--- config.mk ---
export PLATFORM = sky130hd
export DESIGN_NAME = traffic_intersection_ctrl
export DESIGN_NICKNAME = d
export VERILOG_FILES = /design/src/rtl/tl_pkg.sv /design/src/rtl/tl_phase_timer.sv /design/src/rtl/traffic_intersection_ctrl.sv
export SDC_FILE = /design/constraint.sdc
export NUM_CORES = 1
export LEC_CHECK = 0
export CAP_MARGIN = 20
export CELL_PAD_IN_SITES_DETAIL_PLACEMENT = 1
export CELL_PAD_IN_SITES_GLOBAL_PLACEMENT = 2
export CORE_UTILIZATION = 34
export CTS_CLUSTER_DIAMETER = 30
export CTS_CLUSTER_SIZE = 10
export DETAILED_ROUTE_END_ITERATION = 10
export PLACE_DENSITY_LB_ADDON = 0.1
export SYNTH_ARGS = -nofsm -noshare
export SYNTH_HDL_FRONTEND = slang
export SYNTH_HIERARCHICAL = 1
export SYNTH_SLANG_ARGS = --single-unit
--- constraint.sdc ---
create_clock -name clk -period 8.05 [get_ports clk]
set_input_delay 2.415 -clock clk [delete_from_list [all_inputs] [get_ports clk]]
set_output_delay 2.415 -clock clk [all_outputs]
set_load 0.02 [all_outputs]
--- src/rtl/tl_pkg.sv ---
// Shared definitions for the NS/EW intersection controller: phase encoding,
// lamp patterns and the per-phase duration lookup.
package tl_pkg;

    typedef enum logic [2:0] {
        NS_GREEN  = 3'd0,
        NS_YELLOW = 3'd1,
        ALLRED_A  = 3'd2,
        EW_GREEN  = 3'd3,
        EW_YELLOW = 3'd4,
        ALLRED_B  = 3'd5,
        PED_WALK  = 3'd6
    } tl_state_e;

    localparam logic [2:0] LAMP_RED = 3'b100;
    localparam logic [2:0] LAMP_YEL = 3'b010;
    localparam logic [2:0] LAMP_GRN = 3'b001;

    // Value the phase timer is loaded with on entry to a phase (duration minus one).
    function automatic int unsigned phase_dur_m1(
        input tl_state_e   s,
        input int unsigned green,
        input int unsigned yellow,
        input int unsigned allred,
        input int unsigned walk
    );
        int unsigned d;
        case (s)
            NS_GREEN, EW_GREEN:   d = green;
            NS_YELLOW, EW_YELLOW: d = yellow;
            PED_WALK:             d = walk;
            default:              d = allred;
        endcase
        return d - 1;
    endfunction

endpackage

--- src/rtl/tl_phase_timer.sv ---
// Phase down-counter: reloads on load, freezes on hold, otherwise counts down
// and rests at zero; done flags the last cycle of the current phase.
module tl_phase_timer #(
    parameter int               CNT_W     = 8,
    parameter logic [CNT_W-1:0] RESET_VAL = '0
) (
    input  logic             clk,
    input  logic             reset,
    input  logic             load,
    input  logic [CNT_W-1:0] load_val,
    input  logic             hold,
    output logic             done
);

    localparam logic [CNT_W-1:0] ONE = CNT_W'(1);

    logic [CNT_W-1:0] count_q;
    logic [CNT_W-1:0] count_d;

    always_ff @(posedge clk or posedge reset) begin
        if (reset) begin
            count_q <= RESET_VAL;
        end else begin
            count_q <= count_d;
        end
    end

    // A load always wins so an illegal-state recovery cannot be blocked by hold.
    always_comb begin
        count_d = count_q;
        if (load) begin
            count_d = load_val;
        end else if (!hold && count_q != '0) begin
            count_d = count_q - ONE;
        end
    end

    assign done = (count_q == '0);

endmodule

--- src/rtl/traffic_intersection_ctrl.sv ---
// Timed two-approach intersection controller with all-red clearance and hold.
// Define TL_PED_WALK_EN to add the pedestrian walk phase after ALLRED_B.
module traffic_intersection_ctrl
    import tl_pkg::*;
#(
    parameter int unsigned GREEN_CYCLES  = 8,
    parameter int unsigned YELLOW_CYCLES = 2,
    parameter int unsigned ALLRED_CYCLES = 1,
    parameter int unsigned WALK_CYCLES   = 4,
    parameter int          CNT_W         = 8
) (
    input  logic       clk,
    input  logic       reset,
    input  logic       hold,
    input  logic       ped_req,
    output logic [2:0] ns_lamp,
    output logic [2:0] ew_lamp,
    output logic       walk,
    output logic       phase_end
);

    localparam logic [CNT_W-1:0] TIMER_RESET = CNT_W'(ALLRED_CYCLES - 1);

    tl_state_e        state_q;
    tl_state_e        state_d;
    logic             timer_load;
    logic [CNT_W-1:0] timer_load_val;
    logic             timer_done;
    logic             advance;

    tl_phase_timer #(
        .CNT_W    (CNT_W),
        .RESET_VAL(TIMER_RESET)
    ) u_timer (
        .clk     (clk),
        .reset   (reset),
        .load    (timer_load),
        .load_val(timer_load_val),
        .hold    (hold),
        .done    (timer_done)
    );

    assign advance = timer_done && !hold;

`ifdef TL_PED_WALK_EN
    logic ped_pending_q;
    logic ped_pending_d;

    always_ff @(posedge clk or posedge reset) begin
        if (reset) begin
            ped_pending_q <= 1'b0;
        end else begin
            ped_pending_q <= ped_pending_d;
        end
    end

    // Entering the walk phase consumes the request; a same-cycle ped_req is dropped.
    always_comb begin
        ped_pending_d = ped_pending_q | ped_req;
        if (state_q == ALLRED_B && state_d == PED_WALK) begin
            ped_pending_d = 1'b0;
        end
    end
`else
    logic ped_req_unused;
    assign ped_req_unused = ped_req;
`endif

    always_ff @(posedge clk or posedge reset) begin
        if (reset) begin
            state_q <= ALLRED_B;
        end else begin
            state_q <= state_d;
        end
    end

    always_comb begin
        state_d    = state_q;
        timer_load = 1'b0;
        case (state_q)
            NS_GREEN: if (advance) begin state_d = NS_YELLOW; timer_load = 1'b1; end
            NS_YELLOW: if (advance) begin state_d = ALLRED_A; timer_load = 1'b1; end
            ALLRED_A: if (advance) begin state_d = EW_GREEN; timer_load = 1'b1; end
            EW_GREEN: if (advance) begin state_d = EW_YELLOW; timer_load = 1'b1; end
            EW_YELLOW: if (advance) begin state_d = ALLRED_B; timer_load = 1'b1; end
            ALLRED_B: begin
                if (advance) begin
`ifdef TL_PED_WALK_EN
                    state_d = ped_pending_q ? PED_WALK : NS_GREEN;
`else
                    state_d = NS_GREEN;
`endif
                    timer_load = 1'b1;
                end
            end
`ifdef TL_PED_WALK_EN
            PED_WALK: if (advance) begin state_d = NS_GREEN; timer_load = 1'b1; end
`endif
            // Any unreachable encoding falls back to clearance, regardless of hold.
            default: begin
                state_d    = ALLRED_B;
                timer_load = 1'b1;
            end
        endcase
    end

    assign timer_load_val = CNT_W'(phase_dur_m1(state_d, GREEN_CYCLES, YELLOW_CYCLES,
                                                 ALLRED_CYCLES, WALK_CYCLES));

    always_comb begin
        ns_lamp = LAMP_RED;
        ew_lamp = LAMP_RED;
        walk    = 1'b0;
        case (state_q)
            NS_GREEN:  ns_lamp = LAMP_GRN;
            NS_YELLOW: ns_lamp = LAMP_YEL;
            EW_GREEN:  ew_lamp = LAMP_GRN;
            EW_YELLOW: ew_lamp = LAMP_YEL;
`ifdef TL_PED_WALK_EN
            PED_WALK:  walk    = 1'b1;
`endif
            default: begin
                ns_lamp = LAMP_RED;
                ew_lamp = LAMP_RED;
            end
        endcase
    end

    assign phase_end = advance && !reset;

endmodule
==> run notes, run 1 <==
The run finished with clean final reports. Counting along the longest clock path gives a buffer depth of 2. Looking at the worst setup and hold paths, the clock pins of their registers show a slew of 0.07 ns.

The timing report gives the biggest stage delay along the critical path as 0.61 ns. The run gives 286 as the filler cell count in the final layout. Kind of capture point of the worst setup path: an output pin.

The instance count on the critical path is 4, and the number of flip-flops in the largest register is 8. The most repeated library cell on the critical path was sky130_fd_sc_hd__clkdlybuf4s50_1. The design area is 991 sq um. The mean post-synth cell area is 8.34 sq um. The setup path with the least slack is of type in2out. The kind of start point of the critical path is an input pin.

STA lists the endpoint of the worst register-to-register path as u_timer/count_q[7]. The first TritonRoute pass finished after 4 iterations. The cell sequence reported for the critical path is clkdlybuf4s50_1 > nand2b_4 > nor2_1 > clkdlybuf4s50_1.

The area share of the leading cell type in the synthesized netlist was 0.265. The post-synth count of flops with an enable pin is 0. Area of placed instances: 963 sq um. The master of the slowest instance on the critical path was sky130_fd_sc_hd__clkdlybuf4s50_1. Endpoints with negative setup slack in the final report add up to 0. The non-clock buffer share of cell area is 0.106, and the count of antenna diodes in the layout is 0. The die area was 0.00271 sq mm. Beginning of the worst register-to-register path: u_timer/count_q[0]. In this run the layout overhead on the synthesized area is reported as 16.5%.

After detailed routing, the number of vias per cell comes to 5.43. The number of cells on the worst reg-to-reg path is 11. The total of flip-flops plus latches after synthesis works out to 11. STA lists the maximum fanout along the critical path as 9.

The most common cell in the synthesized netlist is sky130_fd_sc_hd__nand2_1. For the tally of nets with antenna violations remaining after routing, the log shows 0. The cell accounting for the most synthesized area was sky130_fd_sc_hd__dfrtp_1. The run gives 1530 um as the placed wire-length estimate. 12 I/O pins were placed.

The clock reaches the later pin of the worst-skew pair after 0.27 ns. The power report puts the leakage power at 0.431 nW. The total clock buffers created by CTS was 3. The number of clock sinks came to 11.

Entering global routing, the biggest net connects 12 pins. The gate-level netlist out of Yosys references 44 unique cell types. The register with the most flip-flops is u_timer/count_q. The flow reports an fmax of 159 MHz. For reference, the top cells by area after synthesis are sky130_fd_sc_hd__dfrtp_1 26%, sky130_fd_sc_hd__dfstp_2 6.2%, sky130_fd_sc_hd__nand2_1 5.3%.

The tools report the multi-input gate count as 80. The setup TNS after final layout came out at 0 ns. Hold analysis lists the worst path endpoint as state_q[0]. The total grt overflow came out at 0. The number of global-route vias before repair is 740, and the sequential cell area is 278 sq um. The fraction of registers with async set/reset was 1.00; the count of final max-slew check failures was 0. Ranked by instance count, the synthesized netlist is headed by 12 x sky130_fd_sc_hd__nand2_1, 11 x sky130_fd_sc_hd__nor2_1, 9 x sky130_fd_sc_hd__dfrtp_1, 7 x sky130_fd_sc_hd__inv_1, 5 x sky130_fd_sc_hd__nand3_1.

Per the post-run analysis, buffers plus inverters along the critical path come to 2. The share of synthesized area occupied by flip-flops and latches was 0.326. The DRC violation total left in the routed layout is recorded as 0. In the final routing, the length of wire on met1 measures 1070 um. The most used flip-flop cell after synthesis is sky130_fd_sc_hd__dfrtp_1. Counting every instance in the synthesized netlist gives 102. After the last flow step, the layout net total stands at 121. According to the hold report, the worst path is of the reg2reg type. The routed design uses 879 um of met2 wire. Counting the clock-network buffers in the layout gives 3. Across all setup checks in the final design, the least slack found is 1.75 ns. Area reported by Yosys stat: 851 sq um. The run gives 0 for the initial antenna violation count. The number of non-clock inverters came out at 7. The run gives 0.250 as the met2 layer usage reported by global route. Post-layout period usage of the worst path: 0.783. The run gives 0.280 for the share of cell area taken by flip-flops and latches. Instance count after placement with tap cells included: 137.
run 1: kinds of logic (layout without fill, tap and decap cells):
kind of cell / count (synthesis) / in the layout / synth area share
AND/OR/NAND/NOR: 48 / 48 / 0.312
AND-OR/OR-AND: 22 / 22 / 0.203
buffers and inverters: 14 / 22 / 0.0765
flip-flops: 11 / 11 / 0.326
adder cells (fa/ha/maj): 3 / 3 / 0.0441
XOR/XNOR: 2 / 2 / 0.0206
other: 1 / 4 / 0.00441
multiplexers: 1 / 1 / 0.0132
run 1: report_power, final:
group / internal, mW / total (mW) / switching (mW) / leakage, nW
Combinational: 0.104 / 0.217 / 0.113 / 0.281
Sequential: 0.0847 / 0.124 / 0.0394 / 0.132
Clock: 0.0183 / 0.0376 / 0.0192 / 0.0177
Total: 0.207 / 0.379 / 0.172 / 0.431
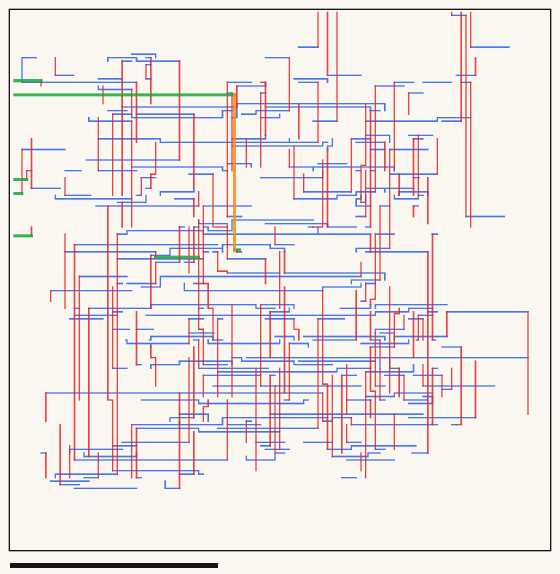
*Signal wires by layer, run 1*
The bar under the picture is 20 um long.
Blue stands for met1, wire length 1070 um. Green stands for met3, wire length 31.5 um. Red stands for met2, wire length 879 um. Orange stands for met4, wire length 15.0 um.
detail-routed net length per standard cell: 14.1 um
final wirelength: 1990 um
GRT Resource Usage Total: 0.170
vias after detailed routing: 765

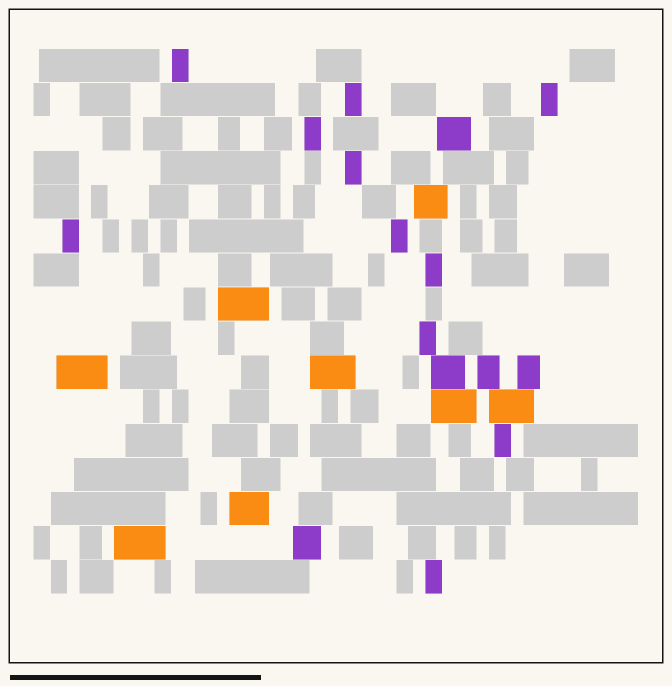
*Selected gate families, run 1*
The bar under the picture is 20 um long.
Purple stands for NOR gates, cells 16. Orange stands for AND-OR and OR-AND gates, cells 8.
non-filler instance count after layout: 141
most frequent logic cell in the layout: sky130_fd_sc_hd__nand2_1
multi-input gate share of total cell area: 0.524

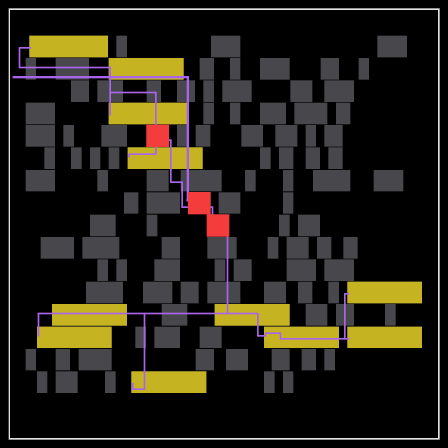
*Clock wires, drivers and flops, run 1*
Yellow stands for flip-flops, count 11. Purple stands for clock wires, length 164 um. Red stands for cells driving clock nets, count 3.
Position of the flops: widely spread.
total clock network power: 0.0376 mW
Setup Skew: 0.0106 ns
clock network fraction of total power: 0.099

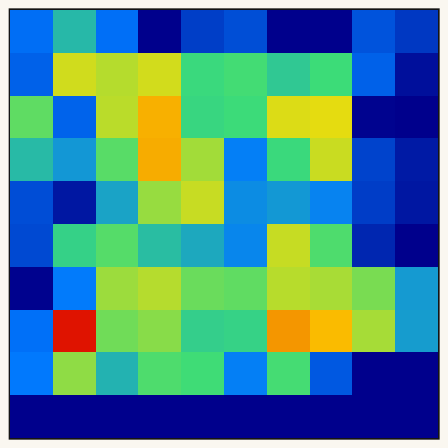
*Placement density heat map, run 1*
10 x 10 tiles, from dark blue (low) to red (high), 0 to 100% covered.
The fullest tile reaches 98%. The mean over all tiles is 35%. The emptiest ninth of the die: top right.
area of the core region: 0.00228 sq mm
Finished Core Util: 0.435
FP Util: 0.374

==> run 2: changes to the inputs <==
Settings changed: CORE_UTILIZATION 34 to 31.
Clock period 8.05 ns to 6.18 ns, I/O delays scaled along.
==> run 2 against run 1 <==
  * Area after synthesis is the same
  * Critical path type unchanged
  * Global-route usage is 0.16 points lower
  * Sequential share of layout area is essentially flat
==> run notes, run 2 <==
TritonCTS built the clock tree. The tools report the largest buffer count on any clock path as 2 (unchanged). With the switching part of the total power at 0.451 (-0.00153), the number of DRC markers after the initial detailed-route iteration is 4. With the length of the first detailed-routing pass in iterations at 3 (-1), the area of placed instances is 966 sq um (+0.26%).

The largest net degree at the start of global routing was 12 (unchanged); the post-layout minimum cycle time was 5.18 ns. With the required time at the endpoint of the critical path at 4.33 ns, the count of final max-slew check failures is 0 (unchanged). The setup TNS after final layout was 0 ns (unchanged); the final setup violation count was 0 (unchanged).

The family with the most delay on the worst path was buffers and inverters. The tools report the number of top-level pins as 12 (unchanged). With the number of vias after detailed routing at 778 (+1.7%), the CTS sink count is 11 (unchanged).

The simple-gate area share of the yosys netlist came out at 0.312 (unchanged). The mux cell area share after synthesis came out at 0.0132 (unchanged). The filler cell count in the final layout was 306 (+7.0%). The number of non-clock inverters was 7 (unchanged). The wire length per cell was 14.7 um (+3.7%). Tally of nets with antenna violations remaining after routing: 0 (unchanged). The number of flip-flops in the largest register works out to 8 (unchanged). The post-synthesis share of cell area spent on and-or and or-and gates came out at 0.203 (unchanged). The first global-routing pass estimated 3470 um of wire. The total combinational power is 0.279 mW (+29%).

The placed wire-length estimate was 1590 um (+4.3%). The post-layout period usage of the worst path was 0.839; the post-route DRC violation count was 0 (unchanged). The area growth from synthesis to layout is 16.6%. The worst setup path is of the in2out kind. Setup repair after global routing left no endpoint under its margin. The run gives 0.428 nW (-0.63%) as the static leakage. The worst setup path is launched from an input pin. The master of the slowest instance on the critical path was sky130_fd_sc_hd__clkdlybuf4s50_1.

Ranked by total cell area, the synthesized netlist is headed by sky130_fd_sc_hd__dfrtp_1 26%, sky130_fd_sc_hd__dfstp_2 6.2%, sky130_fd_sc_hd__nand2_1 5.3%. After clock tree synthesis, the repair step resized 0 gates. The run gives 102 (unchanged) for the number of instances in the synthesized netlist.

The buffer and inverter count on the worst path works out to 2 (unchanged). With the total grt overflow at 0 (unchanged), the number of tap cells added at floorplan is 30. The most numerous cell type found on the critical path is sky130_fd_sc_hd__clkdlybuf4s50_1. The sequential cell fraction of total power was 0.333 (+0.005).

For reference, the critical path cell chain is clkdlybuf4s50_1 > nand2b_4 > nor2_1 > clkdlybuf4s50_1. The biggest fanout along the worst timing path was 9 (unchanged). In this build the clock could be raised as far as 193 MHz.

The run gives 0.07 ns (about the same) for the clock-pin slew reported for the worst setup and hold paths after clock tree synthesis. The tools report the portion of total power attributed to the clock network as 0.101 (+0.002). The top cell types in the final layout, fill and taps aside, are 12 x sky130_fd_sc_hd__nand2_1, 11 x sky130_fd_sc_hd__nor2_1, 9 x sky130_fd_sc_hd__clkdlybuf4s50_1, 9 x sky130_fd_sc_hd__dfrtp_1, 7 x sky130_fd_sc_hd__inv_1. The biggest slice of the total power is consumed by combinational logic. At the placement stage, the worst setup path has a slack of 0.990 ns. The post-route worst setup slack is 0.998 ns (-0.751 ns). The most used flip-flop cell after synthesis is sky130_fd_sc_hd__dfrtp_1. Count of flip-flops with a built-in enable after synthesis: 0 (unchanged). The share of cell area taken by flip-flops and latches came out at 0.280 (-0.000354).

The distinct cell type count of the synthesized netlist was 44 (unchanged). The internal power is 0.270 mW (+30%), and the combinational cell area excluding buffers and inverters is 519 sq um. The number of buffers inserted to repair setup after CTS is 0. The vias per cell came out at 5.44 (+0.28%). The run gives 0.566 (-0.007) for the combinational share of power.

The kind of capture point of the worst setup path was an output pin. The share of synthesized area occupied by flip-flops and latches was 0.326 (unchanged). The run gives 992 sq um (+0.13%) as the design area. The run gives 0.27 ns (about the same) as the clock insertion delay at the later pin of the skew report. With the final core utilization at 0.390 (-0.0455), the initial antenna violation count is 0 (unchanged). Sorting the synthesis cell report by count puts at the top sky130_fd_sc_hd__nand2_1. The mean post-synth cell area is 8.34 sq um (unchanged), and the number of port buffers is 9.

Worst setup skew after layout: 0.00360 ns (-0.00702 ns). Register with the most flip-flops: u_timer/count_q. In the final layout, the registers with the most flip-flops are u_timer/count_q (8), state_q (3).

For the multi-input gate count, the log shows 80 (unchanged). The non-clock buffer share of cell area works out to 0.106 (-0.000134). The core footprint was 0.00254 sq mm (+12%); the longest individual stage delay on the worst path was 0.61 ns (about the same). The multi-input gate share of total cell area was 0.523 (-0.000661); the count of antenna diodes in the layout was 0 (unchanged). The run finished with clean final reports.

The post-layout instance count excluding filler cells came out at 143 (+1.4%). The run gives 0.164 mW (+32%) as the power drawn by the sequential cells. The layout has 11 buffers outside the clock class. The OpenROAD warning count came out at 28. Per the synthesis report, the dominant area consumer among library cells is sky130_fd_sc_hd__dfrtp_1. The initial standard-cell utilization of the core is 0.334 (-0.0395). Among logic cells in the layout, the one with the most instances is sky130_fd_sc_hd__nand2_1. For the instance count after placement with tap cells included, the log shows 139 (+1.5%). The final layout contains a sequential cell count of 11. The routability congestion estimate from global placement is 0.740, and the global-route usage over all layers is 0.168 (-0.00160). The clock distribution power is 0.0499 mW (+33%).

The net switching power is 0.222 mW (+30%), and the die area is 0.00296 sq mm (+9.3%). The run gives 757 (+2.3%) as the number of global-route vias before repair. The commonest cells after synthesis are 12 x sky130_fd_sc_hd__nand2_1, 11 x sky130_fd_sc_hd__nor2_1, 9 x sky130_fd_sc_hd__dfrtp_1, 7 x sky130_fd_sc_hd__inv_1, 5 x sky130_fd_sc_hd__nand3_1. Summing every instance area after synthesis gives 851 sq um. The hold-fix buffer count after cts was 0; the sequential cell area was 278 sq um (unchanged).

The number of clock buffers in the layout was 4 (+1); the number of nets in the final layout was 121 (unchanged). The type of the worst min-delay path was reg2reg. The run gives 851 sq um (unchanged) as the area reported by Yosys stat. The share of the synthesized netlist area taken by xor and xnor gates is 0.0206 (unchanged). The total of flip-flops plus latches after synthesis came out at 11 (unchanged).

Among the non-sequential cells, simple AND/OR/NAND/NOR gates take the most area. Area share of the leading cell type in the synthesized netlist: 0.265 (unchanged). The fraction of registers with async set/reset was 1.00 (unchanged); the final wirelength was 2100 um (+5.2%). The total clock buffers created by CTS is 3 (unchanged). The run gives 0.0441 (unchanged) for the fraction of the mapped netlist area in adder cells.
run 2: cell counts after synthesis:
No cell type changed its count.
run 2: routing by layer:
layer / track usage / vias to the layer above / wire [um]
met5: 0 / - / 0
met4: 0.0641 / 0 / 42
met3: 0.0500 / 4 / 70
met2: 0.293 / 12 / 1030
met1: 0.190 / 379 / 954
li1: - / 383 / -
run 2: path summary, 6_finish.rpt:
| path | start | endpoint | cells after the start |
|---|---|---|---|
| max in group asynchronous | reset | u_timer/count_q[5] | 2 |
| worst min-delay path | state_q[2] | state_q[0] | 2 |
| worst max-delay path | hold | phase_end | 4 |
| worst min register to register | state_q[2] | state_q[0] | 2 |
| worst max register to register | u_timer/count_q[0] | u_timer/count_q[7] | 11 |
| min in group asynchronous | reset | state_q[1] | 2 |
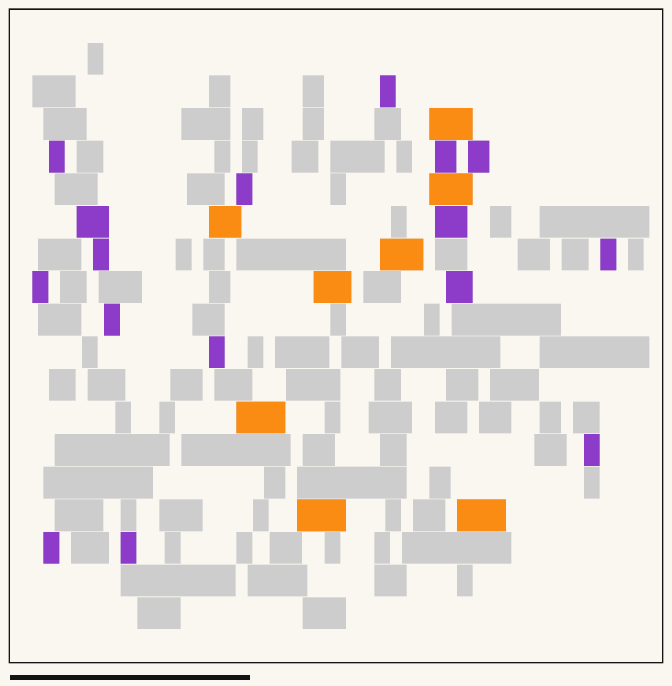
*Selected gate families, run 2*
The bar under the picture is 20 um long.
Purple stands for NOR gates, cells 16. Orange stands for AND-OR and OR-AND gates, cells 8.

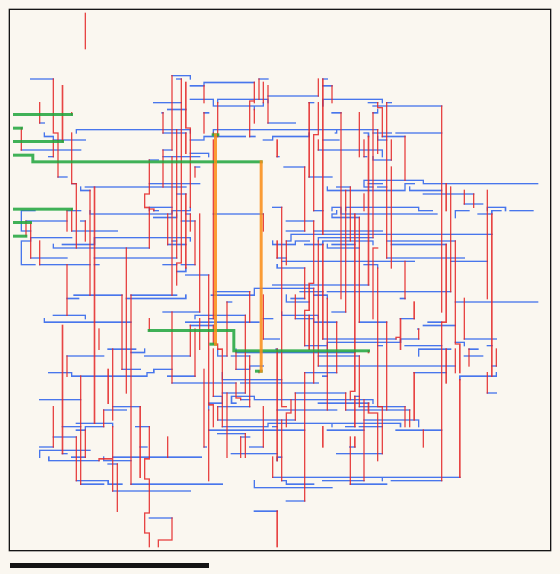
*Signal wires by layer, run 2*
The bar under the picture is 20 um long.
Orange stands for met4, wire length 42.2 um. Blue stands for met1, wire length 955 um. Red stands for met2, wire length 1030 um. Green stands for met3, wire length 70.1 um.

==> run 3: changes to the inputs <==
Settings changed: CORE_UTILIZATION 31 to 28.
Clock period 6.18 ns to 4.25 ns, I/O delays scaled along.
==> run 3 against run 2 <==
  * Die area up 10%
  * Clock skew up 0.0061 ns
  * Sequential power up 45%
  * Sequential share of layout area down 0.45 points
  * Power up 46%
==> run notes, run 3 <==
The run finished with clean final reports. The count of instances resized after the clock tree is built is 0 (unchanged). The number of buffers inserted to repair setup after CTS is 0 (unchanged). Areal power density over the cells: 715 mW/mm^2.

The largest registers in the layout are u_timer/count_q (8), state_q (3). The post-route DRC violation count came out at 0 (unchanged). The logs give 102 (unchanged) for the number of instances in the synthesized netlist and 1550 um (-2.3%) for the placed wire-length estimate.

The synthesis report names the predominant flop master as sky130_fd_sc_hd__dfrtp_1. The run gives 357 (+17%) for the filler cell count in the final layout. The tools report the clock root buffer as sky130_fd_sc_hd__clkbuf_4. For the combinational share of power, the log shows 0.567 (about the same). The highest-power group is combinational logic.

Final core utilization: 0.356 (-0.0334). Setup repair after global routing left no endpoint under its margin. Total grt overflow: 0 (unchanged). Among all stages on the critical path, the largest delay is contributed by sky130_fd_sc_hd__clkdlybuf4s50_1. The run gives 19 as the site row count. Cell accounting for the most synthesized area: sky130_fd_sc_hd__dfrtp_1.

The number of DRC markers after the initial detailed-route iteration is 17 (+13), and the area reported by Yosys stat is 851 sq um (unchanged). The logs give 0 (unchanged) for the count of antenna diodes in the layout and 0.721 mW for the overall power after layout. The logs give 0.326 (unchanged) for the share of synthesized area occupied by flip-flops and latches and 0.00283 sq mm (+11%) for the core footprint. Looking at hold timing, the worst path starts from state_q[2]. The number of warnings printed during yosys synthesis came out at 6. The mean post-synth cell area was 8.34 sq um (unchanged); the power drawn by the sequential cells was 0.237 mW (+45%). The H-tree level count came out at 1. In this run the critical register-to-register path is captured at u_timer/count_q[7]. The netlist area before placement came out at 851 sq um (unchanged). The library cells used most frequently in the layout, excluding fill and tap cells, are 12 x sky130_fd_sc_hd__nand2_1, 11 x sky130_fd_sc_hd__nor2_1, 9 x sky130_fd_sc_hd__clkdlybuf4s50_1, 9 x sky130_fd_sc_hd__dfrtp_1, 7 x sky130_fd_sc_hd__inv_1. The area of placed instances was 982 sq um (+1.7%); the buffer and inverter count on the worst path was 2 (unchanged).

The critical path is of the in2out type. The number of top-level pins came out at 12 (unchanged). The initial standard-cell utilization of the core was 0.301 (-0.0336). For reference, the critical path cell chain is clkdlybuf4s50_1 > nand2b_4 > nor2_1 > clkdlybuf4s50_1. Biggest fanout along the worst timing path: 2 (-7).

On the critical path the largest part of the delay comes from buffers and inverters. The run gives 0 ns (unchanged) for the setup TNS after final layout. The run gives 44 (unchanged) for the distinct cell type count of the synthesized netlist. More flip-flops sit in one register than any other, and that register is u_timer/count_q. The post-layout minimum cycle time came out at 3.84 ns. The die area came out at 0.00326 sq mm (+10%). Top routing layer in use: met3.

STA classifies the critical path endpoint as an output pin. Length of the first detailed-routing pass in iterations: 4 (+1). The number of flip-flops in the largest register was 8 (unchanged). TritonCTS built the clock tree. The net switching power was 0.325 mW (+46%); the final wirelength was 2090 um (-0.33%).

The logs give 0.415 ns (-0.583 ns) for the post-route worst setup slack and 24 um (-66%) for the total length of routed met3 wires. With the die extent in y at 57.1 um, the post-layout instance count excluding filler cells is 146 (+2.1%). The pre-CTS worst setup slack was 0.398 ns (-0.592 ns); the hold-fix buffer count after cts was 0 (unchanged). The tools report the met1 global-route usage as 0.200 (+0.00968).

For the number of vias after detailed routing, the log shows 774 (-0.51%). For reference, the critical path is captured by phase_end. The total clock buffers created by CTS was 3 (unchanged).

The initial antenna violation count is 0 (unchanged), and the share of layout cells above drive strength 1 is 0.174. The capture endpoint of the worst hold path was state_q[0]. The switching part of the total power is 0.451 (about the same), and the routability congestion estimate from global placement is 0.727 (-1.8%). The beginning of the worst register-to-register path was u_timer/count_q[0].

The count of final max-slew check failures is 0 (unchanged). The tools report the first-pass GRT wire length as 3700 um (+6.6%). Static leakage: 0.437 nW (+2.1%). Type of the worst min-delay path: reg2reg. By instance count, the cell type seen most on the critical path is sky130_fd_sc_hd__clkdlybuf4s50_1. STA classifies the critical path startpoint as an input pin. The OpenROAD warning count came out at 28 (unchanged). The post-layout period usage of the worst path came out at 0.902. With the achievable frequency at 261 MHz, the depth of the worst hold-timing path is 2 (unchanged). The relative max-transition margin is 0.624, and the final setup violation count is 0 (unchanged). The longest individual stage delay on the worst path is 0.61 ns (about the same). For the number of global-route vias before repair, the log shows 783 (+3.4%).

The tools report the number of nets in the final layout as 123 (+1.7%). The tools report the largest vdd supply drop as 293 uV. The measured slew at the worst slew-check pin was 0.549 ns. The area share of the leading cell type in the synthesized netlist came out at 0.265 (unchanged). For the wire length on met1, the log shows 1150 um (+21%). The tally of nets with antenna violations remaining after routing came out at 0 (unchanged). Count of flip-flops with a built-in enable after synthesis: 0 (unchanged).

The largest net degree at the start of global routing came out at 12 (unchanged). The internal power is 0.396 mW (+46%), and the required time at the endpoint of the critical path is 2.97 ns (-1.36 ns). The run gives 5.30 (-2.6%) for the vias per cell. The run gives 0.00101 sq mm (+1.6%) as the design area. The area growth from synthesis to layout works out to 18.5%.

For flop-to-flop paths, the worst setup slack is 1.37 ns. The routed length on met2 is 913 um (-11%). For the number of hold violations in the final report, the log shows 0.

The tool flagged a number of max-cap violations equal to 0. The tools report the CTS sink count as 11 (unchanged). The total of flip-flops plus latches after synthesis is 11 (unchanged). The instance count on the critical path works out to 4 (unchanged). Depth of the most critical reg-to-reg path: 11 (unchanged). The clock-pin slew reported for the worst setup and hold paths after clock tree synthesis works out to 0.07 ns (about the same).

Measured along the x axis, the die boundary spans 57.1 um. The fraction of registers with async set/reset is 1.00 (unchanged), and the total combinational power is 0.409 mW (+47%). The largest buffer count on any clock path is 2 (unchanged). The number of port buffers was 9 (unchanged). The arrival time of data at the worst endpoint is listed as 2.56 ns.

After synthesis, the design contains 102 cells according to Yosys. The logs give 0.563 ns for the worst hold margin and 0.329 (-0.004) for the sequential cell fraction of total power. OpenSTA lists the critical path startpoint as hold. By area the synthesized netlist is led by sky130_fd_sc_hd__dfrtp_1 26%, sky130_fd_sc_hd__dfstp_2 6.2%, sky130_fd_sc_hd__nand2_1 5.3%. By instance count, the leading cell after synthesis is sky130_fd_sc_hd__nand2_1. Counting only logic cells after layout, the most numerous master is sky130_fd_sc_hd__nand2_1. For reference, the top cells by count after synthesis are 12 x sky130_fd_sc_hd__nand2_1, 11 x sky130_fd_sc_hd__nor2_1, 9 x sky130_fd_sc_hd__dfrtp_1, 7 x sky130_fd_sc_hd__inv_1, 5 x sky130_fd_sc_hd__nand3_1. The run gives 142 (+2.2%) as the instance count after placement with tap cells included.
-- run 3: cell counts after synthesis --
Identical to the previous run, type by type.
-- run 3: layout make-up --
cell class              instances  area [sq um]  area share
repair buffers                 13           120       0.119
inverters                       7          26.3      0.0261
multi-input cells              80           519       0.515
flip-flops and latches         11           278       0.275
well taps                      31          38.8      0.0385
clock buffers                   4          26.3      0.0261
-- run 3: cells by family after synthesis --
kind of cell / after synthesis / synth area share
and+or+nand+nor: 48 / 0.312
xor gates and xnor gates: 2 / 0.0206
other: 1 / 0.00441
muxes: 1 / 0.0132
adders and majority gates: 3 / 0.0441
AOI/OAI and AO/OA: 22 / 0.203
buffers and inverters: 14 / 0.0765
DFF: 11 / 0.326
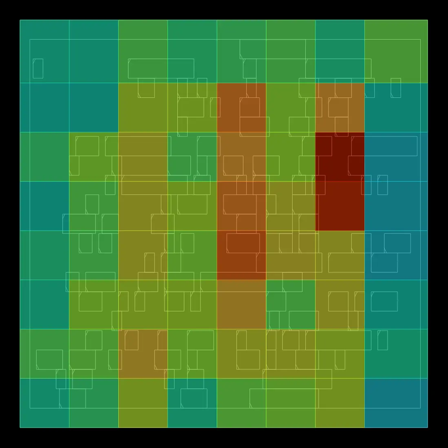
*Routing congestion map, run 3*
Most Used Layer, Global Route: met2
met2 Track Usage GR: 0.235
detail-routed net length per standard cell: 14.3 um
GRT Resource Usage Total: 0.147
GR met3 Demand/Resource: 0.0204

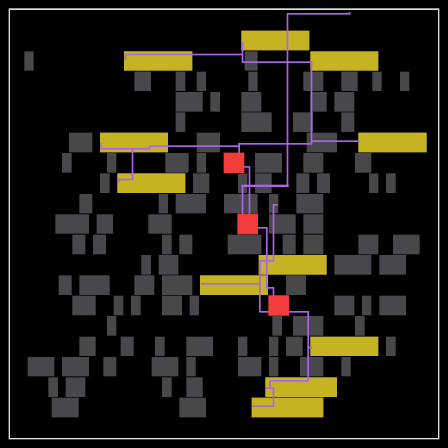
*Clock wires, drivers and flops, run 3*
Red stands for cells driving clock nets, count 3. Yellow stands for flip-flops, count 11. Purple stands for clock wires, length 202 um.
There are 4 routed clock nets.
Setup Skew: 0.00967 ns
Skew-Pair Late Insertion Delay: 0.27 ns
total clock network power: 0.0752 mW
clock network fraction of total power: 0.104

Power and IR drop assume default switching activity.
